## config.mk

```make
export PLATFORM = sky130hd
export DESIGN_NAME = alu_operand_mux
export DESIGN_NICKNAME = d
export VERILOG_FILES = /design/src/rtl/alu_operand_mux.sv
export SDC_FILE = /design/constraint.sdc
export NUM_CORES = 1
export LEC_CHECK = 0
export ABC_AREA = 1
export CORE_ASPECT_RATIO = 1.1
export CORE_MARGIN = 4
export CORE_UTILIZATION = 43
export CTS_BUF_LIST = sky130_fd_sc_hd__clkbuf_8
export DETAILED_ROUTE_END_ITERATION = 8
export HOLD_SLACK_MARGIN = 0.12
export PLACE_DENSITY = 0.78
export SYNTH_ARGS = -nofsm -noshare
export SYNTH_HDL_FRONTEND = slang
export SYNTH_SLANG_ARGS = --single-unit
```

## constraint.sdc

```tcl
create_clock -name clk -period 1.8 [get_ports clk]
set_input_delay 0.36 -clock clk [delete_from_list [all_inputs] [get_ports clk]]
set_output_delay 0.36 -clock clk [all_outputs]
set_load 0.02 [all_outputs]
```

## src/rtl/alu_operand_mux.sv

```systemverilog
// alu_operand_mux
//   Registered N-channel operand selector feeding the ALU input register.
//   One channel is granted per cycle, either by explicit index (mode=0) or
//   round-robin among valid channels (mode=1). The granted word is captured
//   in a single output slot with a valid/ready handshake on both sides.
//
// Ports
//   clk        clock, rising edge
//   rst_n      asynchronous active-low reset
//   in_data    CHANNELS*WIDTH, channel i at [i*WIDTH +: WIDTH]
//   in_valid   per-channel valid
//   in_ready   per-channel ready (combinational, at most one bit set)
//   sel        channel index used in explicit mode
//   mode       0 = explicit select, 1 = round-robin
//   out_data   registered selected word
//   out_chan   index of the channel that produced out_data
//   out_valid  output slot holds an untaken word
//   out_ready  downstream accepts the word
module alu_operand_mux #(
    parameter int WIDTH    = 8,
    parameter int CHANNELS = 4,
    parameter int SEL_W    = 2
) (
    input  logic                      clk,
    input  logic                      rst_n,
    input  logic [CHANNELS*WIDTH-1:0] in_data,
    input  logic [CHANNELS-1:0]       in_valid,
    output logic [CHANNELS-1:0]       in_ready,
    input  logic [SEL_W-1:0]          sel,
    input  logic                      mode,
    output logic [WIDTH-1:0]          out_data,
    output logic [SEL_W-1:0]          out_chan,
    output logic                      out_valid,
    input  logic                      out_ready
);

    logic [SEL_W-1:0]    rr_ptr;
    logic [CHANNELS-1:0] grant;
    logic [SEL_W-1:0]    grant_idx;
    logic                grant_any;
    logic [WIDTH-1:0]    grant_data;
    logic                can_load;
    logic                xfer;
    logic [SEL_W-1:0]    ptr_next;

    assign can_load = ~out_valid | out_ready;

    // Round-robin scan is split into two passes: channels at or above rr_ptr
    // first, then the ones below it. That is the wrap-around search without
    // any modulo arithmetic on the index. An out-of-range sel never matches.
    always_comb begin
        grant     = '0;
        grant_idx = '0;
        grant_any = 1'b0;
        if (!mode) begin
            for (int i = 0; i < CHANNELS; i++) begin
                if (SEL_W'(i) == sel && in_valid[i]) begin
                    grant[i]  = 1'b1;
                    grant_idx = SEL_W'(i);
                    grant_any = 1'b1;
                end
            end
        end else begin
            for (int i = 0; i < CHANNELS; i++) begin
                if (!grant_any && in_valid[i] && SEL_W'(i) >= rr_ptr) begin
                    grant[i]  = 1'b1;
                    grant_idx = SEL_W'(i);
                    grant_any = 1'b1;
                end
            end
            for (int i = 0; i < CHANNELS; i++) begin
                if (!grant_any && in_valid[i] && SEL_W'(i) < rr_ptr) begin
                    grant[i]  = 1'b1;
                    grant_idx = SEL_W'(i);
                    grant_any = 1'b1;
                end
            end
        end
    end

    always_comb begin
        grant_data = '0;
        for (int i = 0; i < CHANNELS; i++) begin
            if (grant[i]) begin
                grant_data = in_data[i*WIDTH +: WIDTH];
            end
        end
    end

    // rst_n gates ready directly so nothing is offered while reset is held.
    assign in_ready = grant & {CHANNELS{can_load & rst_n}};
    assign xfer     = grant_any & can_load;
    assign ptr_next = (grant_idx == SEL_W'(CHANNELS - 1)) ? '0 : grant_idx + SEL_W'(1);

    always_ff @(posedge clk or negedge rst_n) begin
        if (!rst_n) begin
            out_data  <= '0;
            out_chan  <= '0;
            out_valid <= 1'b0;
            rr_ptr    <= '0;
        end else if (xfer) begin
            out_data  <= grant_data;
            out_chan  <= grant_idx;
            out_valid <= 1'b1;
            if (mode) begin
                rr_ptr <= ptr_next;
            end
        end else if (out_ready) begin
            out_valid <= 1'b0;
        end
    end

endmodule

```

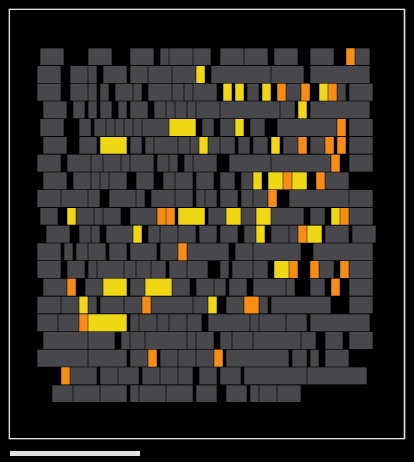
run_1/gates.png
Bar = 20 µm.
legend:
  inv cells:
    color: orange
    cells: 28
  nor cells:
    color: yellow
    cells: 28
post-route insts no fill: 331
multi-input gate share of total cell area: 0.3964

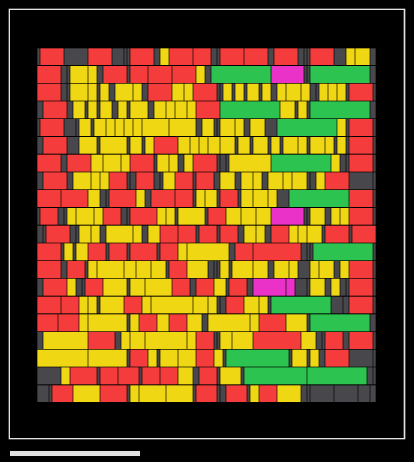
run_1/class_map.png
Bar = 20 µm. Fill, decap, tap and diode cells in gray.
legend:
  registers:
    color: green
    cells: 13
    share_of_their_area: 14%
  clock drivers and dummy loads:
    color: magenta
    cells: 4
    share_of_their_area: 1.9%
  remaining logic cells:
    color: yellow
    cells: 179
    share_of_their_area: 45%
  remaining buffers and delay cells:
    color: red
    cells: 102
    share_of_their_area: 40%

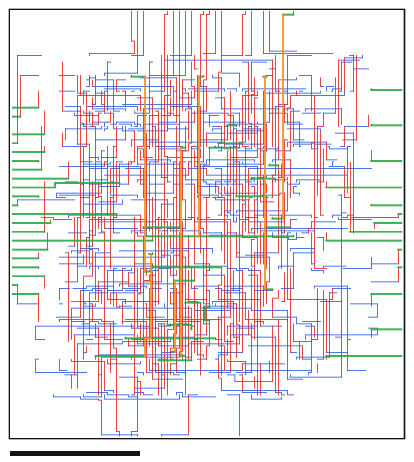
run_1/layers.png
Bar = 20 µm.
legend:
  M3:
    color: green
    wire_length: 310 µm
  M4:
    color: orange
    wire_length: 178 µm
  M1:
    color: blue
    wire_length: 1810 µm
  M2:
    color: red
    wire_length: 2430 µm
via count: 1749
drt wl/cell: 14.27 µm
Total Wirelength: 4.725 mm
GRT Total Usage: 0.2160

==> GITHUB_STEP_SUMMARY, run 1 <==
## Implementation flow summary

| Metric | Value |
|---|---|
| Fmax | `493.6 MHz` |
| Final Max Slew Viols | `0` |
| Biggest area cells | `dfrtp_1 25%, nand2_1 14%, nand3_1 10%` |
| Grt met1 use | `0.2560` |
| Clock buf count | `3` |
| Multi-input gates | `151` |
| CP Depth | `9` |
| Failing checks | `setup timing` |
| Max-area cell share | `0.2505` |
| Clk_lat worst skew | `0.24 ns` |
| Fin util | `0.8584` |
| EDFF count, synth | `0` |
| XOR Share, Synth | `0` |
| Area delta synth->final | `86.90%` |
| H-Tree Depth | `1` |
| Hold WC Path Type | `input port to asynchronous set/reset pin` |
| Placed Cells | `314` |
| Largest regs | `out_data (8), out_chan (2), rr_ptr (2)` |
| Cell with the most instances after synthesis | `nand2_1` |
| Met2 Track Usage GR | `0.3743` |
| Synth cell types | `27` |
| Non-Clock Buffer Count | `102` |
| IO Count | `57` |
| Outcome | `complete, but fails checks` |
| Crit. Startpoint | `rr_ptr[1]$_DFFE_PN0P_` |
| Most frequent logic cell in the layout | `clkdlybuf4s50_1` |
| First-pass DRT Iterations | `5` |
| Main logic family | `simple AND/OR/NAND/NOR gates` |
| CTS clock-pin slew for the worst setup and hold paths | `0.05 ns` |
| Flop share of the area | `0.1351` |
| Vias in the first global route | `1622` |
| Cts-stage hold buffer count | `0` |
| Final Instance Area | `2427 µm²` |
| Leading cell kind | `combinational gates` |
| Worst Path Required | `1.44 ns` |
| Sequential Area | `327.8 µm²` |
| Clock tree cell share of total cell area | `0.01856` |
| Synthesis warning total | `0` |
| Setup ws final | `-0.2260 ns` |
| Nets | `341` |
| Slowest-stage cell, CP | `dfrtp_2` |
| Clock sink count | `13` |
| Pwr dens | `722.7 nW/µm²` |
| Flop+latch power | `0.429 mW` |
| Hpwl dp | `3.170 mm` |
| Clk buf depth | `2` |
| Worst IR Drop VDD | `0.5917 mV` |
| Non-clock buffering overhead | `0.3887` |
| CTS tree | `done` |
| Cycle use final | `1.126` |
| Setup violators final | `12` |
| # Cells Yosys | `196` |
==> run 2: changes to the inputs <==
- CAP_MARGIN: default -> 20
- CORE_UTILIZATION: 43 -> 45
- PLACE_DENSITY: 0.78 -> 0.81
- SLEW_MARGIN: default -> 15
- clock period: 1.8 -> 2.35 ns (I/O delays scaled with it)
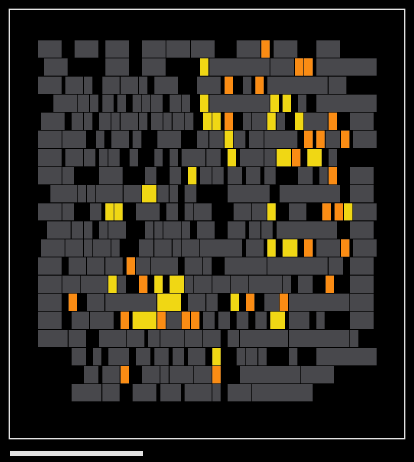
run_2/gates.png
Bar = 20 µm.
legend:
  inv cells:
    color: orange
    cells: 28
  nor cells:
    color: yellow
    cells: 28

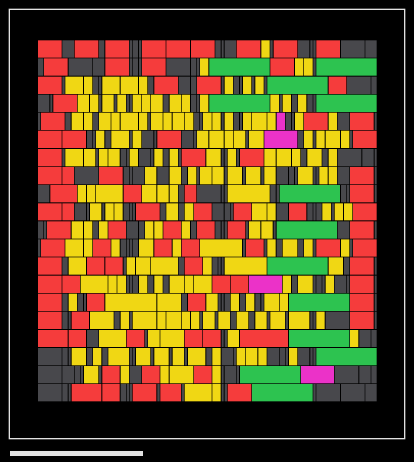
run_2/class_map.png
Bar = 20 µm. Fill, decap, tap and diode cells in gray.
Core Footprint: 2778 µm²
Rows: 20

==> run 2 against run 1 <==
Against the previous run:
- the flow now finishes without violations
- sequential share of layout area up 1.6 points
- design area down 11%
- synthesized area unchanged
- combinational power down 37%
- count of clock-buffer cells in the layout unchanged
- critical path type is now input port to output pin
- largest cell class unchanged
- highest routed layer unchanged
==> GITHUB_STEP_SUMMARY, run 2 <==
## Implementation flow summary

| Metric | Value |
|---|---|
| Yosys chip area | `1299 µm²` |
| First-pass DRT Iterations | `5 (unchanged)` |
| EDFF count, synth | `0 (unchanged)` |
| CP Depth | `7 (-2)` |
| Cts-stage hold buffer count | `0 (unchanged)` |
| Hold WC Path Type | `flop to flop` |
| Worst Path Required | `1.88 ns (+0.44 ns)` |
| Flip-flop count of the largest register after layout | `8` |
| Final Instance Area | `2158 µm² (-11%)` |
| GRT Total Usage | `0.2170 (+0.0009972)` |
| Final Max Slew Viols | `0 (unchanged)` |
| CTS tree | `done` |
| Multi-input gate share of total cell area | `0.3919 (-0.004508)` |
| Most frequent cells in the layout | `49 x clkdlybuf4s50_1, 47 x nand2_1, 30 x buf_4` |
| Outcome | `completed` |
| Clock tree cell share of total cell area | `0.02087 (+0.002313)` |
| Smallest hold slack | `0.4789 ns` |
| Nets | `326 (-4.4%)` |
| Flop+latch power | `0.310 mW (-28%)` |
| Multi-input gates | `151 (unchanged)` |
| Fmax | `448.0 MHz` |
| Number of sequential cells | `13` |
| Met2 WL post-DR | `1.840 mm` |
| Fin util | `0.7770 (-0.08138)` |
| Setup violators final | `0 (-12)` |
| IO Count | `57 (unchanged)` |
| CTS clock-pin slew for the worst setup and hold paths | `0.05 ns (about the same)` |
| Final Hold Fails | `0` |
| Placed Cells | `311 (-0.96%)` |
| Clock buf count | `3 (unchanged)` |
| Sequential Area | `325.3 µm² (-0.76%)` |
| Cycle use final | `0.9499` |
| Pwr dens | `546.3 nW/µm² (-24%)` |
| XOR Share, Synth | `0 (unchanged)` |
| Most frequent logic cell in the layout | `clkdlybuf4s50_1` |
| Area delta synth->final | `66.18%` |
| Routed Antenna Nets | `0` |
| Main flop type | `dfrtp_1` |
| Die Ht | `64.35 µm` |
| Non-Clock Buffer Count | `87 (-15%)` |
| Clk_lat worst skew | `0.25 ns (about the same)` |
| CP arrival | `1.76 ns` |
| Drt wl/cell | `12.07 µm (-15%)` |
| Synthesis warning total | `0 (unchanged)` |
| Main logic family | `simple AND/OR/NAND/NOR gates` |
| FFs w/ async S/R, synth | `1.000` |
| Clock share of power | `0.165` |
| Net Switching | `0.4571 mW` |
| H-Tree Depth | `1 (unchanged)` |
| Grt met1 use | `0.2645 (+0.008472)` |
| Non-clock buffering overhead | `0.3687 (-0.01996)` |
| Resized cells post-CTS | `12` |
| Met2 Track Usage GR | `0.3757 (+0.001359)` |
| Post-route insts no fill | `316 (-4.5%)` |
| Biggest area cells | `dfrtp_1 25%, nand2_1 14%, nand3_1 10%` |
| Hpwl dp | `3.197 mm (+0.86%)` |
| Clk buf depth | `2 (unchanged)` |
| Clock sink count | `13 (unchanged)` |
| Worst IR Drop VDD | `0.5196 mV (-12%)` |
| Final Power | `1.179 mW` |
| Cell with the most instances after synthesis | `nand2_1` |
| Synth cell types | `27 (unchanged)` |
| Tool warnings | `26` |
| Largest regs | `out_data (8), out_chan (2), rr_ptr (2)` |
| WL met3 | `266 µm` |
| Via count | `1562 (-11%)` |
| Leading cell kind | `combinational gates` |
| Inserted Clock Buffers | `3` |
| Max-Cap Viols | `0` |
| Max-area cell share | `0.2505 (unchanged)` |
| Setup ws final | `0.1178 ns (+0.3438 ns)` |
| I/O Buffers | `56` |
| Crit. Startpoint | `mode` |
| Vias in the first global route | `1546 (-4.7%)` |
| Total Wirelength | `3.814 mm (-19%)` |
| Relative slew margins | `0.7540` |
| Slowest-stage cell, CP | `clkdlybuf4s50_1` |
| # Cells Yosys | `196 (unchanged)` |
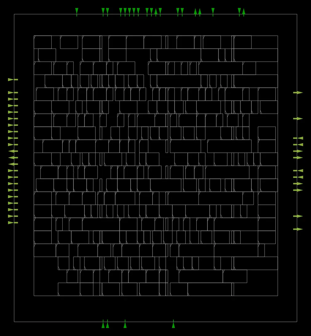
run_2/placed.png
flop share of the area: 0.1507
Fillers: 221

==> run 3: changes to the inputs <==
- CORE_ASPECT_RATIO: 1.1 -> 2
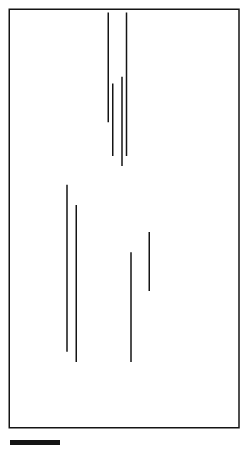
run_3/m4.png
Bar = 10 µm.
share of all routed wire: 4.3%
longest straight run: 33.3 µm
wire length on this layer: 180 µm

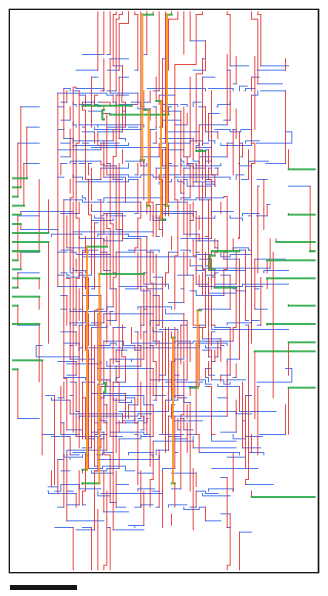
run_3/layers.png
Bar = 10 µm.
drt wl/cell: 13.33 µm
via count: 1634

==> run 3 against run 2 <==
Against the previous run:
- wire length rose by 10%
- largest cell class unchanged
- clock power fell by 2%
- clock skew increased by 0.00093 ns
- register-to-register slack gained 0.06 ns
- sequential cell count stayed put
- count of clock-buffer cells in the layout is the same
==> GITHUB_STEP_SUMMARY, run 3 <==
## Implementation flow summary

| Metric | Value |
|---|---|
| Outcome | `completed` |
| Max-Cap Viols | `0 (unchanged)` |
| Most frequent cells in the layout | `51 x clkdlybuf4s50_1, 47 x nand2_1, 35 x buf_4` |
| Relative slew margins | `0.7483 (-0.005721)` |
| Synthesis warning total | `0 (unchanged)` |
| Worst IR Drop VDD | `0.3139 mV (-40%)` |
| M3 GR Usage | `0.03456` |
| Antenna violations before repair | `0` |
| Commonest cells post-synth | `47 x nand2_1, 27 x nand3_1, 21 x inv_1, 21 x nor2_1, 13 x dfrtp_1` |
| CTS tree | `done` |
| XOR Share, Synth | `0 (unchanged)` |
| Setup violators final | `0 (unchanged)` |
| Tool warnings | `26 (unchanged)` |
| FFs w/ async S/R, synth | `1.000 (unchanged)` |
| Final Instance Area | `2172 µm² (+0.64%)` |
| Inserted Clock Buffers | `3 (unchanged)` |
| Cell with the most instances after synthesis | `nand2_1` |
| Pwr dens | `546.3 nW/µm² (about the same)` |
| Final Max Slew Viols | `0 (unchanged)` |
| Non-clock buffering overhead | `0.3762 (+0.007457)` |
| GRT Total Usage | `0.2360 (+0.01897)` |
| Yosys chip area | `1299 µm² (unchanged)` |
| Max-area cell share | `0.2505 (unchanged)` |
| IO Count | `57 (unchanged)` |
| Net Switching | `0.4595 mW (+0.52%)` |
| Die Ht | `83.98 µm (+31%)` |
| Hpwl dp | `3.567 mm (+12%)` |
| Grt met1 use | `0.2021 (-0.06234)` |
| WL met3 | `159 µm (-40%)` |
| Clock buf count | `3 (unchanged)` |
| Final Hold Fails | `0 (unchanged)` |
| N_diodes | `0` |
| Routed Antenna Nets | `0 (unchanged)` |
| Clock tree cell share of total cell area | `0.02074 (-0.0001322)` |
| First-pass DRT Iterations | `4 (-1)` |
| Total Wirelength | `4.211 mm (+10%)` |
| Most frequent logic cell in the layout | `clkdlybuf4s50_1` |
| Multi-input gate share of total cell area | `0.3882 (-0.003634)` |
| I/O Buffers | `56 (unchanged)` |
| Clk buf depth | `2 (unchanged)` |
| Sw frac | `0.3872` |
| Clk_lat worst skew | `0.24 ns (about the same)` |
| Crit. Startpoint | `in_valid[0]` |
| Worst Path Required | `1.88 ns (about the same)` |
| Final Power | `1.187 mW (+0.65%)` |
| Hold WC Path Type | `flop to flop` |
| Setup ws final | `0.1070 ns (-0.01085 ns)` |
| # Cells Yosys | `196 (unchanged)` |
| Synth cell types | `27 (unchanged)` |
| Smallest hold slack | `0.4743 ns (-0.004663 ns)` |
| Initial drt markers | `42` |
| Placed Area | `2130 µm²` |
| Flop share of the area | `0.1498 (-0.0009548)` |
| Cts-stage hold buffer count | `0 (unchanged)` |
| Flop+latch power | `0.310 mW (about the same)` |
| Clock sink count | `13 (unchanged)` |
| Main logic family | `simple AND/OR/NAND/NOR gates` |
| Area delta synth->final | `67.24%` |
| Met2 Track Usage GR | `0.4384 (+0.06276)` |
| H-Tree Depth | `1 (unchanged)` |
| Biggest area cells | `dfrtp_1 25%, nand2_1 14%, nand3_1 10%` |
| Vias in the first global route | `1716 (+11%)` |
| Resized cells post-CTS | `14 (+2)` |
| EDFF count, synth | `0 (unchanged)` |
| Fmax | `445.8 MHz (-0.48%)` |
| Nets | `330 (+1.2%)` |
| Most used cell, CP | `nand2_2` |
| Core Footprint | `2770 µm² (-0.27%)` |
| Slowest-stage cell, CP | `clkdlybuf4s50_1` |
| Leading cell kind | `combinational gates` |
| Multi-input gates | `151 (unchanged)` |
| Flops out of synthesis | `13` |
| CP Depth | `9 (+2)` |
| Cycle use final | `0.9545 (+0.004619)` |
| Fillers | `215 (-2.7%)` |
| Main flop type | `dfrtp_1` |
| Largest regs | `out_data (8), out_chan (2), rr_ptr (2)` |
| Met2 WL post-DR | `2.481 mm (+35%)` |
| Non-Clock Buffer Count | `91 (+4.6%)` |
| Clock share of power | `0.161 (-0.004)` |
| CP arrival | `1.77 ns (about the same)` |
| Flip-flop count of the largest register after layout | `8 (unchanged)` |
| Placed Cells | `311 (unchanged)` |
| Sequential Area | `325.3 µm² (unchanged)` |
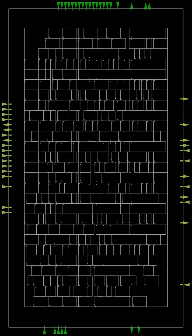
run_3/placed.png
number of sequential cells: 13
post-route insts no fill: 316
Rows: 27
fin util: 0.7841

Power is estimated from default activity; no workload was simulated.
